--- src/rtl/hazard_scoreboard.sv ---
// Hazard controller for the 5-stage MIPS pipe: tracks in-flight destinations beyond ID,
// arbitrates dmem/redirect/RAW/imem stalls and drives every latch enable, flush and the PC enable.
module hazard_scoreboard #(
  parameter int DEPTH    = 2,
  parameter int FWD_EN   = 0,
  parameter int BR_STAGE = 3,
  parameter int CNT_W    = 16
) (
  input  logic             CLK,
  input  logic             nRST,
  input  logic             id_valid,
  input  logic [4:0]       id_rs,
  input  logic [4:0]       id_rt,
  input  logic             id_uses_rs,
  input  logic             id_uses_rt,
  input  logic             id_wr_en,
  input  logic [4:0]       id_dest,
  input  logic             id_is_load,
  input  logic             redirect,
  input  logic             ihit,
  input  logic             dmem_req,
  input  logic             dhit,
  output logic             pc_en,
  output logic             en_ifid,
  output logic             en_idex,
  output logic             en_exmem,
  output logic             en_memwb,
  output logic             flush_ifid,
  output logic             flush_idex,
  output logic             flush_exmem,
  output logic [1:0]       stall_cause,
  output logic [CNT_W-1:0] stall_cnt
);

  logic       slot_v_r    [DEPTH];
  logic       slot_wr_r   [DEPTH];
  logic       slot_load_r [DEPTH];
  logic [4:0] slot_dest_r [DEPTH];
  logic       any_hit_s;
  logic       data_haz_s;
  logic       dwait_s;
  logic       iwait_s;
  logic [CNT_W-1:0] stall_cnt_r;

  // Register $0 is hard-wired, so a write to it is tracked but can never create a dependence.
  function automatic logic src_hit(input logic uses, input logic [4:0] src,
                                   input logic v, input logic wr, input logic [4:0] dest);
    return uses && (src != 5'd0) && v && wr && (src == dest);
  endfunction

  assign dwait_s   = dmem_req & ~dhit;
  assign iwait_s   = ~ihit;
  assign stall_cnt = stall_cnt_r;

  // RAW detection against the shadow; with forwarding only a load sitting in EX can stall.
  always_comb begin
    any_hit_s = 1'b0;
    for (int k = 0; k < DEPTH; k++) begin
      any_hit_s = any_hit_s |
                  (((FWD_EN == 0) || ((k == 0) && slot_load_r[k])) &&
                   (src_hit(id_uses_rs, id_rs, slot_v_r[k], slot_wr_r[k], slot_dest_r[k]) ||
                    src_hit(id_uses_rt, id_rt, slot_v_r[k], slot_wr_r[k], slot_dest_r[k])));
    end
    data_haz_s = id_valid & any_hit_s;
  end

  // Priority arbitration of pipe control: dmem wait, redirect, data hazard, imem wait.
  always_comb begin
    pc_en       = 1'b1;
    en_ifid     = 1'b1;
    en_idex     = 1'b1;
    en_exmem    = 1'b1;
    en_memwb    = 1'b1;
    flush_ifid  = 1'b0;
    flush_idex  = 1'b0;
    flush_exmem = 1'b0;
    stall_cause = 2'd0;
    if (!nRST) begin
      pc_en       = 1'b0;
      flush_ifid  = 1'b1;
      flush_idex  = 1'b1;
      flush_exmem = 1'b1;
    end else if (dwait_s) begin
      pc_en       = 1'b0;
      en_ifid     = 1'b0;
      en_idex     = 1'b0;
      en_exmem    = 1'b0;
      en_memwb    = 1'b0;
      stall_cause = 2'd2;
    end else if (redirect) begin
      flush_ifid  = (BR_STAGE >= 1);
      flush_idex  = (BR_STAGE >= 2);
      flush_exmem = (BR_STAGE == 3);
    end else if (data_haz_s) begin
      pc_en       = 1'b0;
      en_ifid     = 1'b0;
      flush_idex  = 1'b1;
      stall_cause = 2'd1;
    end else if (iwait_s) begin
      pc_en       = 1'b0;
      flush_ifid  = 1'b1;
      stall_cause = 2'd3;
    end else begin
      stall_cause = 2'd0;
    end
  end

  // Shadow shift: ID enters slot 0 unless bubbled; the whole shadow freezes on dmem wait.
  always_ff @(posedge CLK) begin
    if (!nRST) begin
      for (int k = 0; k < DEPTH; k++) begin
        slot_v_r[k]    <= 1'b0;
        slot_wr_r[k]   <= 1'b0;
        slot_load_r[k] <= 1'b0;
        slot_dest_r[k] <= 5'd0;
      end
    end else if (!dwait_s) begin
      slot_v_r[0]    <= id_valid   & ~flush_idex;
      slot_wr_r[0]   <= id_wr_en   & ~flush_idex;
      slot_load_r[0] <= id_is_load & ~flush_idex;
      slot_dest_r[0] <= flush_idex ? 5'd0 : id_dest;
      for (int k = 1; k < DEPTH; k++) begin
        if ((k == 1) && flush_exmem) begin
          slot_v_r[k]    <= 1'b0;
          slot_wr_r[k]   <= 1'b0;
          slot_load_r[k] <= 1'b0;
          slot_dest_r[k] <= 5'd0;
        end else begin
          slot_v_r[k]    <= slot_v_r[k-1];
          slot_wr_r[k]   <= slot_wr_r[k-1];
          slot_load_r[k] <= slot_load_r[k-1];
          slot_dest_r[k] <= slot_dest_r[k-1];
        end
      end
    end
  end

  // Saturating count of cycles in which the PC was held.
  always_ff @(posedge CLK) begin
    if (!nRST) begin
      stall_cnt_r <= {CNT_W{1'b0}};
    end else if (!pc_en && (stall_cnt_r != {CNT_W{1'b1}})) begin
      stall_cnt_r <= stall_cnt_r + CNT_W'(1);
    end
  end

endmodule
--- config.mk ---
export PLATFORM = sky130hd
export DESIGN_NAME = hazard_scoreboard
export DESIGN_NICKNAME = d
export VERILOG_FILES = /design/src/rtl/hazard_scoreboard.sv
export SDC_FILE = /design/constraint.sdc
export NUM_CORES = 1
export LEC_CHECK = 0
export CORE_AREA = 10 10 70 78
export CTS_CLUSTER_SIZE = 30
export DETAILED_ROUTE_END_ITERATION = 16
export DIE_AREA = 0 0 80 88
export PLACE_DENSITY = 0.83
export REMOVE_ABC_BUFFERS = 1
export SLEW_MARGIN = 20
export SYNTH_ARGS = -nofsm -noshare
export SYNTH_HDL_FRONTEND = slang
export SYNTH_SLANG_ARGS = --single-unit
export TNS_END_PERCENT = 50
--- constraint.sdc ---
create_clock -name CLK -period 2.5 [get_ports CLK]
set_input_delay 0.375 -clock CLK [delete_from_list [all_inputs] [get_ports CLK]]
set_output_delay 0.375 -clock CLK [all_outputs]
set_load 0.005 [all_outputs]
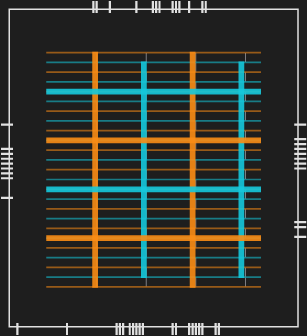
Run 1: PDN straps and rails
Pins as bars on the die edge. Tap cells in grey.
legend:
  cyan:
    net: VDD
  orange:
    net: VSS
signal pins: 52
met1 rails: 25
met5 straps: 4
met4 straps: 4

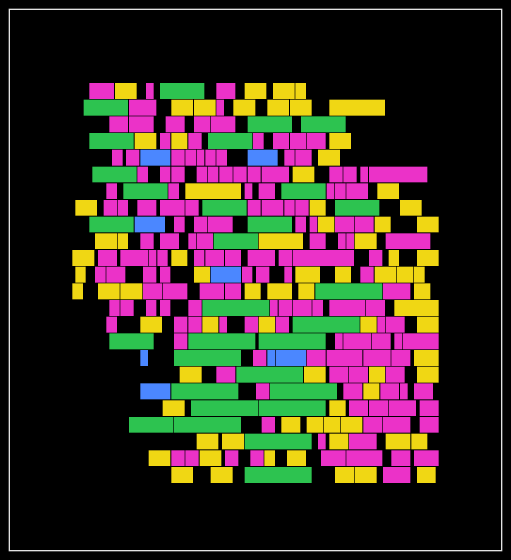
Run 1: cell classes on the final placement
legend:
  green:
    class: flip-flops
    cells: 30
    share_of_their_area: 27%
  yellow:
    class: other buffers and delay cells
    cells: 77
    share_of_their_area: 27%
  magenta:
    class: all other logic
    cells: 151
    share_of_their_area: 43%
  blue:
    class: clock drivers and dummy loads
    cells: 8
    share_of_their_area: 3.3%

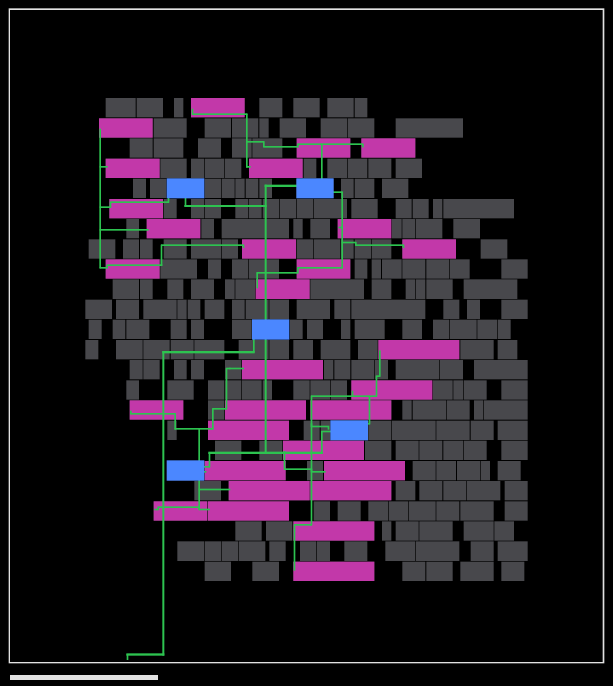
Run 1: clock network drawn from the DEF
The bar under the picture is 20 um long.
legend:
  green:
    item: clock wires
    length: 393 um
  magenta:
    item: flip-flops
    count: 30
  blue:
    item: cells driving clock nets
    count: 5
routed clock nets: 6

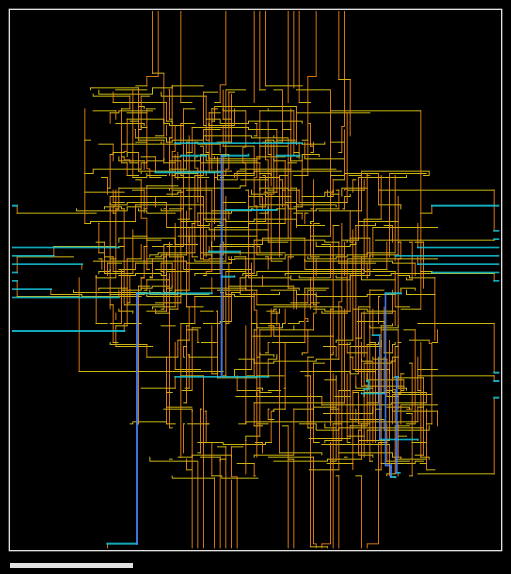
Run 1: routed metal, one colour a layer
The bar under the picture is 20 um long.
legend:
  cyan:
    layer: met3
    wire_length: 256 um
  blue:
    layer: met4
    wire_length: 140 um
  yellow:
    layer: met1
    wire_length: 2400 um
  orange:
    layer: met2
    wire_length: 2910 um

-- run 1: routing by layer --
layer  vias up  GRT usage  wire length [um]
li1        844          -                 -
met1       836      0.179              2400
met2        49      0.256              2910
met3        12     0.0389               256
met4         0     0.0785               140
met5         -          0                 0
-- run 1: worst paths after layout --
path,cells after the start,from,to
min reg2reg,2,stall_cnt[8],stall_cnt[8]
max reg2reg,10,slot_dest_r[0][4],stall_cnt[4]
max,8,id_rs[2],stall_cause[1]
min,2,stall_cnt[8],stall_cnt[8]
-- run 1: area by class of cell --
class	instances	area, um^2
clock buffers	8	90.1
fillers	277	1110
inverters	1	3.75
multi-input cells	150	1160
flip-flops and latches	30	741
well taps	52	65.1
repair buffers	77	734
-- run 1: what timing repair did --
item | CTS | global route
setup endpoints to repair | 6 | 19
resized | 53 | 31
gates cloned | 0 | 2
setup buffers | 5 | 2
pin swaps | 12 | 21
-- run 1: placed cells by master (no fill, tap or decap), types with 4 or more instances in the layout --
master / count
buf_4: 20
clkbuf_8: 6
nand2_1: 13
nor2_1: 5
clkdlybuf4s50_1: 34
and2_1: 15
xor2_1: 18
and3_1: 6
or4_4: 4
nand3_1: 11
nor4_2: 4
dfxtp_1: 16
a21oi_2: 8
edfxtp_1: 14
dlygate4sd2_1: 5
o21ai_0: 9
a21oi_1: 5
buf_2: 5
or3_1: 6
-- run 1: critical path: cells and delay by family --
family / cells / cell delay [ps]
AND/OR/NAND/NOR: 2 / 740
buffers and inverters: 3 / 530
AND-OR/OR-AND: 3 / 490
-- run 1: through the flow --
stage          std cells  area [um^2]  TNS (ps)   util  hold slack [ps]
5_1_grt              318         2800      -480  0.717              544
3_3_place_gp         303         2450     -6680  0.627              468
6_report             318         2800     -15.6  0.717              487
2_1_floorplan        181         1710         0      -              467
4_1_cts              316         2640     -81.6  0.676              489
3_5_place_dp         303         2450     -7400  0.627              479
-- run 1: report_power, final --
group | switching, W | internal (W)
Clock | 0.000171 | 0.000224
Sequential | 0.0000173 | 0.000532
Combinational | 0.000102 | 0.000119
-- run 1: kinds of logic (layout without fill, tap and decap cells) --
family,Yosys count,in the layout,synth area share
fa+ha+maj,1,1,0.00713
flops,30,30,0.422
compound gates,41,41,0.148
simple gates,86,86,0.283
buf+inv,9,86,0.0285
xor+xnor,20,20,0.0999
mux,2,2,0.0114
-- run 1: flip-flops by register name, indices dropped and copies added, names as in the netlist --
name,cells
stall_cnt,16
slot_dest_r,10
slot_v_r,2
slot_wr_r,2
==> impl_summary.log, run 1 <==
[flow] collecting metrics
INFO  metric run_status = finished with violations
INFO  metric failed_checks = negative setup slack
INFO  metric synth.yosys.seq_area_share = 0.422
INFO  metric route.final.wire_length = 5.71 mm
INFO  metric netlist-cell-type-count = 41
INFO  metric maxcap_violations = 0
INFO  metric first_global_vias = 1725
INFO  metric holdCritPathClass = reg2reg
INFO  metric synth-edff-count = 14
INFO  metric timing.fmax = 398 MHz
INFO  metric wl_per_cell = 17.9 um
INFO  metric rows = 24
INFO  metric crit_slowest_cell = or4_4
INFO  metric netlist_top_cells_area = edfxtp_1 24%, dfxtp_1 18%, xor2_1 10%
INFO  metric yosys_warnings = 0
INFO  metric fin_skew = 4.28 ps
INFO  metric total_power = 0.00116 W
INFO  metric htreeDepth = 2
INFO  metric startpoint_type = primary input
INFO  metric dpl.hpwl = 3.75 mm
INFO  metric critPathArrivalTime = 2140 ps
INFO  metric total_leakage_power = approximately 1.1 nW
INFO  metric setup_viol = 1
INFO  metric timing.final.ws_setup = -15.6 ps
INFO  metric nNetsFinal = roughly 300
INFO  metric place_worst_setup_slack = -725 ps
INFO  metric most_numerous_cell_in_the_yosys_netlist = xor2_1
Run 1, routing congestion:
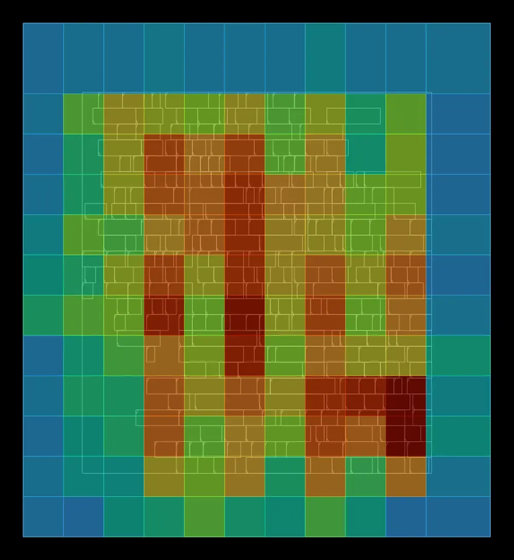

## Run 2: what changed since run 1
- SETUP_SLACK_MARGIN: default -> 0.05
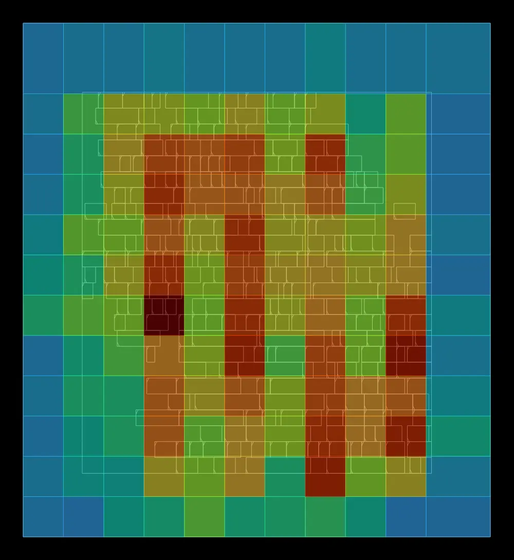
Run 2: routing congestion
routed length per placed instance: 17.8 um
met2 layer usage reported by global route: 0.262
Final Core Density: 0.712

==> run 2 against run 1 <==
Against the previous run: the flow still finishes with violations (negative setup slack); wire length grew 0.28%; final cell count rose by 0.94%; sequential share of layout area increased by 0.18 points; maximum frequency is 0.62% higher; power is 0.47% lower; synthesized area did not move; first-iteration DRC count grew 20%; via count grew 1.8%; sequential power about the same; clock-buffer cell count did not move; largest cell class unchanged; largest power group unchanged.
==> impl_summary.log, run 2 <==
[flow] collecting metrics
INFO  metric htreeDepth = 2 (unchanged)
INFO  metric failed_checks = negative setup slack
INFO  metric final-instance-count-excl-fill = 321 (+0.94%)
INFO  metric crit-reg2reg-capture = stall_cnt[12]
INFO  metric layout.cells.most_common = clkdlybuf4s50_1
INFO  metric fin_tns_setup = -0.182 ps (+15.4 ps)
INFO  metric nNetsFinal = 295 (+1.0%)
INFO  metric most_numerous_cell_in_the_yosys_netlist = xor2_1
INFO  metric setup_viol = 1 (unchanged)
INFO  metric combPwrFrac = 0.183 (-0.006)
INFO  metric total_leakage_power = 1.07 nW (+0.29%)
INFO  metric run_status = finished with violations
INFO  metric synth.yosys.seq_area_share = 0.422 (unchanged)
INFO  metric path_buffers = 2 (-1)
INFO  metric critPathArrivalTime = 2130 ps (about the same)
INFO  metric ff2ff_path_depth = 10 (unchanged)
INFO  metric placed_cells = 303 (unchanged)
INFO  metric total_power = 0.00116 W (-0.47%)
INFO  metric seqPwrFrac = 0.473 (+0.002)
INFO  metric timing.final.ws_setup = -0.182 ps (+15.4 ps)
INFO  metric holdCritPathClass = reg2reg
INFO  metric netSwitchingFraction = 0.250 (+0.00119)
INFO  metric hold-path-cell-count = 2 (unchanged)
INFO  metric power.share.clock = 0.344 (+0.005)
INFO  metric first_global_vias = 1756 (+1.8%)
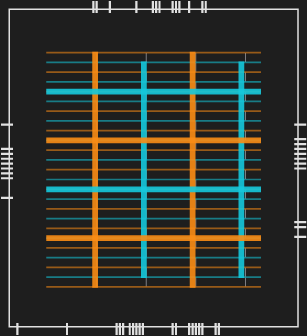
Run 2: PDN straps and rails
Pins as bars on the die edge. Tap cells in grey.
legend:
  cyan:
    net: VDD
  orange:
    net: VSS
met4 straps: 4
met5 straps: 4
tap cells: 52
rows: 24

==> run 2: cell counts after synthesis <==
Identical to the previous run, type by type.
==> run 2: logic make-up after synthesis <==
logic type	count (synthesis)	share of synthesized area
flip-flops	30	0.422
multiplexers	2	0.0114
XOR/XNOR	20	0.0999
AND/OR/NAND/NOR	86	0.283
buffers and inverters	9	0.0285
adder cells (fa/ha/maj)	1	0.00713
AND-OR/OR-AND	41	0.148
==> run 2: worst max path at each step <==
stage,startpoint,endpoint,slack [ps],depth (start not counted)
6_report,slot_dest_r[0][4],en_ifid,-0.2,8
5_1_grt,slot_dest_r[0][4],en_ifid,-110,8
4_1_cts,slot_dest_r[1][4],stall_cause[1],-50,8
3_5_place_dp,id_rs[1],stall_cause[1],-720,7
3_3_place_gp,id_rs[1],stall_cause[1],-720,7
2_1_floorplan,slot_dest_r[1][2],stall_cnt[11],380,6
==> run 2: repair_timing <==
item / 4_1_cts / 5_1_grt
cloned: 0 / 2
endpoints found under the hold margin: 0 / 0
pin swaps: 26 / 20
hold buffers: 0 / 0
setup buffers: 6 / 5
gates resized: 78 / 29
setup endpoints to repair: 12 / 20
==> run 2: stage by stage <==
stage	utilization	setup WS, ps	cell area, um^2	hold WS, ps
6_report	0.712	-0.182	2780	487
5_1_grt	0.712	-106	2780	545
4_1_cts	0.673	-45.1	2630	489
3_5_place_dp	0.627	-725	2450	479
3_3_place_gp	0.627	-724	2450	468
2_1_floorplan	-	378	1710	467
==> run 2: per-layer routing <==
metal | part of all wire | routed length (um) | GRT usage | up-vias
li1 | - | - | - | 859
met1 | 0.40 | 2310 | 0.178 | 852
met2 | 0.52 | 3000 | 0.262 | 55
met4 | 0.017 | 100 | 0.0737 | 0
met5 | 0 | 0 | 0 | -
met3 | 0.054 | 310 | 0.0338 | 7
==> run 2: power by group through the flow <==
stage / clock (W) / combinational, W / sequential (W)
after CTS: 0.000402 / 0.000191 / 0.000548
after global routing: 0.000432 / 0.000229 / 0.000550
after global placement: 0 / 0.000180 / 0.000557
after detailed placement: 0 / 0.000184 / 0.000558
after floorplan: 0 / 0.0000667 / 0.000554
final: 0.000398 / 0.000212 / 0.000548
==> run 2: cell type report <==
| type | instances | area, um^2 |
|---|---|---|
| clock buffers | 8 | 90.1 |
| repair buffers | 79 | 702 |
| flip-flops and latches | 30 | 741 |
| inverters | 1 | 3.75 |
| well taps | 52 | 65.1 |
| fillers | 267 | 1120 |
| multi-input cells | 151 | 1180 |
==> run 2: tightest hold or removal path, stage by stage, from the launching register on <==
cell and delay, ps:
dfxtp_1 330, nand2_1 60, mux2i_1 50
Run 2, cell classes on the final placement:
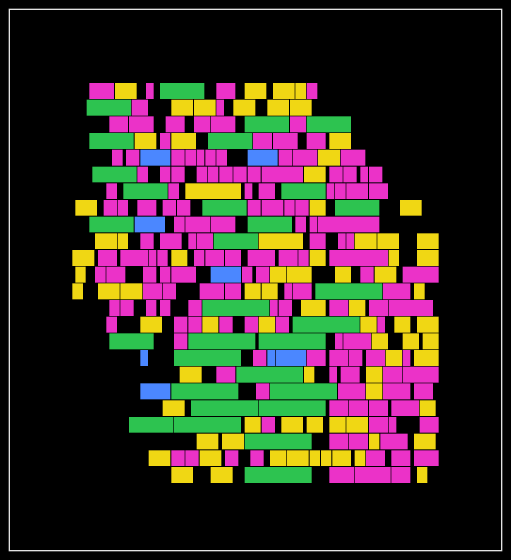

## Run 3: what changed since run 2
- CORE_AREA: 10 10 70 78 -> 10 10 71 79
- DIE_AREA: 0 0 80 88 -> 0 0 81 89
- PLACE_DENSITY: 0.83 -> 0.81
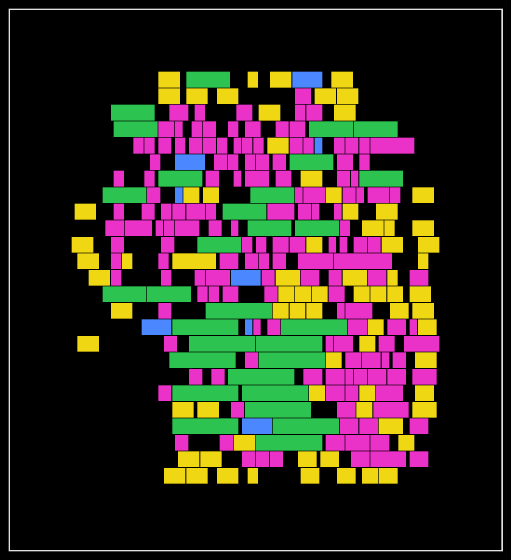
Run 3: cell classes on the final placement
legend:
  yellow:
    class: other buffers and delay cells
    cells: 76
    share_of_their_area: 27%
  magenta:
    class: all other logic
    cells: 151
    share_of_their_area: 41%
  green:
    class: flip-flops
    cells: 30
    share_of_their_area: 29%
  blue:
    class: clock drivers and dummy loads
    cells: 8
    share_of_their_area: 3.1%

==> run 3 against run 2 <==
Against the previous run: hold slack worse by 7.7 ps; highest routed layer unchanged; sequential cell count is the same; die area rose by 2.4%; synthesized cell count stayed put; the flow now finishes without violations; sequential power is essentially flat; non-clock buffer count decreased by 3.
==> impl_summary.log, run 3 <==
[flow] collecting metrics
INFO  metric cts_buffers = 5
INFO  metric hold_buffer_count_at_cts = 0 (unchanged)
INFO  metric setup_viol = 0 (-1)
INFO  metric starting_density = 0.425
INFO  metric crit_slowest_cell = or4_4
INFO  metric antenna_diode_instance_count = 0
INFO  metric timing.hold.worst.start = stall_cnt[8]
INFO  metric run_status = complete, no violations
INFO  metric startpoint_of_the_worst_register_to_register_path = slot_dest_r[0][0]
INFO  metric synth.yosys.seq_area_share = 0.422 (unchanged)
INFO  metric average_instance_area_after_synthesis = 9.28 um^2
INFO  metric crit_start = id_rt[1]
INFO  metric holdCritPathClass = reg2reg
INFO  metric first_global_vias = 1696 (-3.4%)
INFO  metric htreeDepth = 2 (unchanged)
INFO  metric netSwitchingFraction = 0.245 (-0.00537)
INFO  metric openroad.warnings = 28
INFO  metric maxcap_violations = 0
INFO  metric clk_path_buf_depth = 2
INFO  metric layout.cells.most_common = clkdlybuf4s50_1
INFO  metric vdd_ir_drop_max = 0.263 mV
INFO  metric rsz0062_at_grt = true
INFO  metric nNetsFinal = 291 (-1.4%)
INFO  metric timing.final.ws_setup = 47.8 ps (+48.0 ps)
INFO  metric power.share.clock = 0.331 (-0.013)
INFO  metric combPwrFrac = 0.173 (-0.010)
INFO  metric fin_skew = 10.1 ps
INFO  metric critPathArrivalTime = 2080 ps (-50 ps)
INFO  metric worst-setup-path-type = in2out
INFO  metric list_of_cells_traversed_by_the_critical_path = dlygate4sd2_1, or4_4, o21ai_2, o22ai_2, and2_4, buf_6, o311ai_4, buf_2
INFO  metric seqPwrFrac = 0.496 (+0.023)
INFO  metric startpoint_type = primary input
INFO  metric place_worst_setup_slack = -633 ps (+92.2 ps)
INFO  metric total_leakage_power = 1.02 nW (-4.2%)
INFO  metric most_numerous_cell_in_the_yosys_netlist = xor2_1
INFO  metric slew_worst_pin = around 640 ps
INFO  metric hold_ws = 479 ps (-7.74 ps)
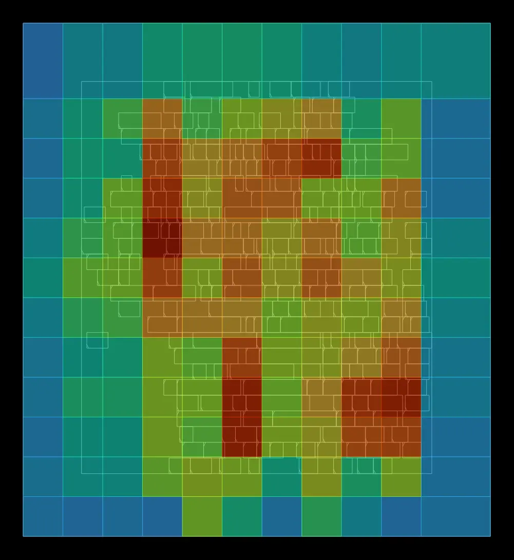
Run 3: routing congestion
global routing met1 resource utilization: 0.167
Final Core Density: 0.638
routed length per placed instance: 15.6 um
met3 GRT Util: 0.0392

[run 3: path summary, 6_finish.rpt]
kind	to	slack, ps	depth (start not counted)
hold / removal	stall_cnt[8]	480	2
setup / recovery	flush_ifid	50	8
setup reg to reg	stall_cnt[9]	210	7
hold reg to reg	stall_cnt[8]	480	2
[run 3: logic make-up after synthesis]
group / synth area share
adder cells (fa/ha/maj): 0.00713
buffers and inverters: 0.0285
flip-flops: 0.422
XOR/XNOR: 0.0999
AND-OR/OR-AND: 0.148
multiplexers: 0.0114
AND/OR/NAND/NOR: 0.283
[run 3: critical path, delay by kind of cell]
| family | cells | cell delay [ps] |
|---|---|---|
| AND-OR/OR-AND | 3 | 450 |
| buffers and inverters | 3 | 510 |
| AND/OR/NAND/NOR | 2 | 730 |
[run 3: cell type report]
| class | count | area [um^2] |
|---|---|---|
| clock buffers | 8 | 80.1 |
| flip-flops and latches | 30 | 741 |
| inverters | 1 | 3.75 |
| well taps | 54 | 67.6 |
| fillers | 348 | 1500 |
| repair buffers | 76 | 681 |
| multi-input cells | 150 | 1060 |
[run 3: per-layer routing]
layer / up-vias / wire length (um) / track usage
met5: - / 0 / 0
li1: 849 / - / -
met4: 0 / 138 / 0.0819
met2: 39 / 2450 / 0.234
met3: 11 / 298 / 0.0392
met1: 795 / 2080 / 0.167
[run 3: timing repair]
action / 4_1_cts / 5_1_grt
endpoints found under the setup margin: 8 / 14
resized: 47 / 13
pin swaps: 11 / 7
setup buffers: 4 / 1
[run 3: power by group through the flow]
stage / logic (W) / registers (W) / clock network, W
global route: 0.000208 / 0.000551 / 0.000400
detailed placement: 0.000186 / 0.000558 / 0
CTS: 0.000190 / 0.000548 / 0.000371
finish: 0.000191 / 0.000548 / 0.000366
global placement: 0.000183 / 0.000557 / 0
floorplan: 0.0000667 / 0.000554 / 0
[run 3: through the flow]
| step | area [um^2] | instances | power (W) | TNS (ps) |
|---|---|---|---|---|
| 2_1_floorplan | 1710 | 181 | 0.000620 | 0 |
| 3_3_place_gp | 2470 | 307 | 0.000740 | -6300 |
| 3_5_place_dp | 2470 | 307 | 0.000744 | -6410 |
| 4_1_cts | 2620 | 319 | 0.00111 | 0 |
| 5_1_grt | 2630 | 319 | 0.00116 | -386 |
| 6_report | 2630 | 319 | 0.00110 | 0 |
Power figures rest on the tool's default switching activity, not on a simulated workload.
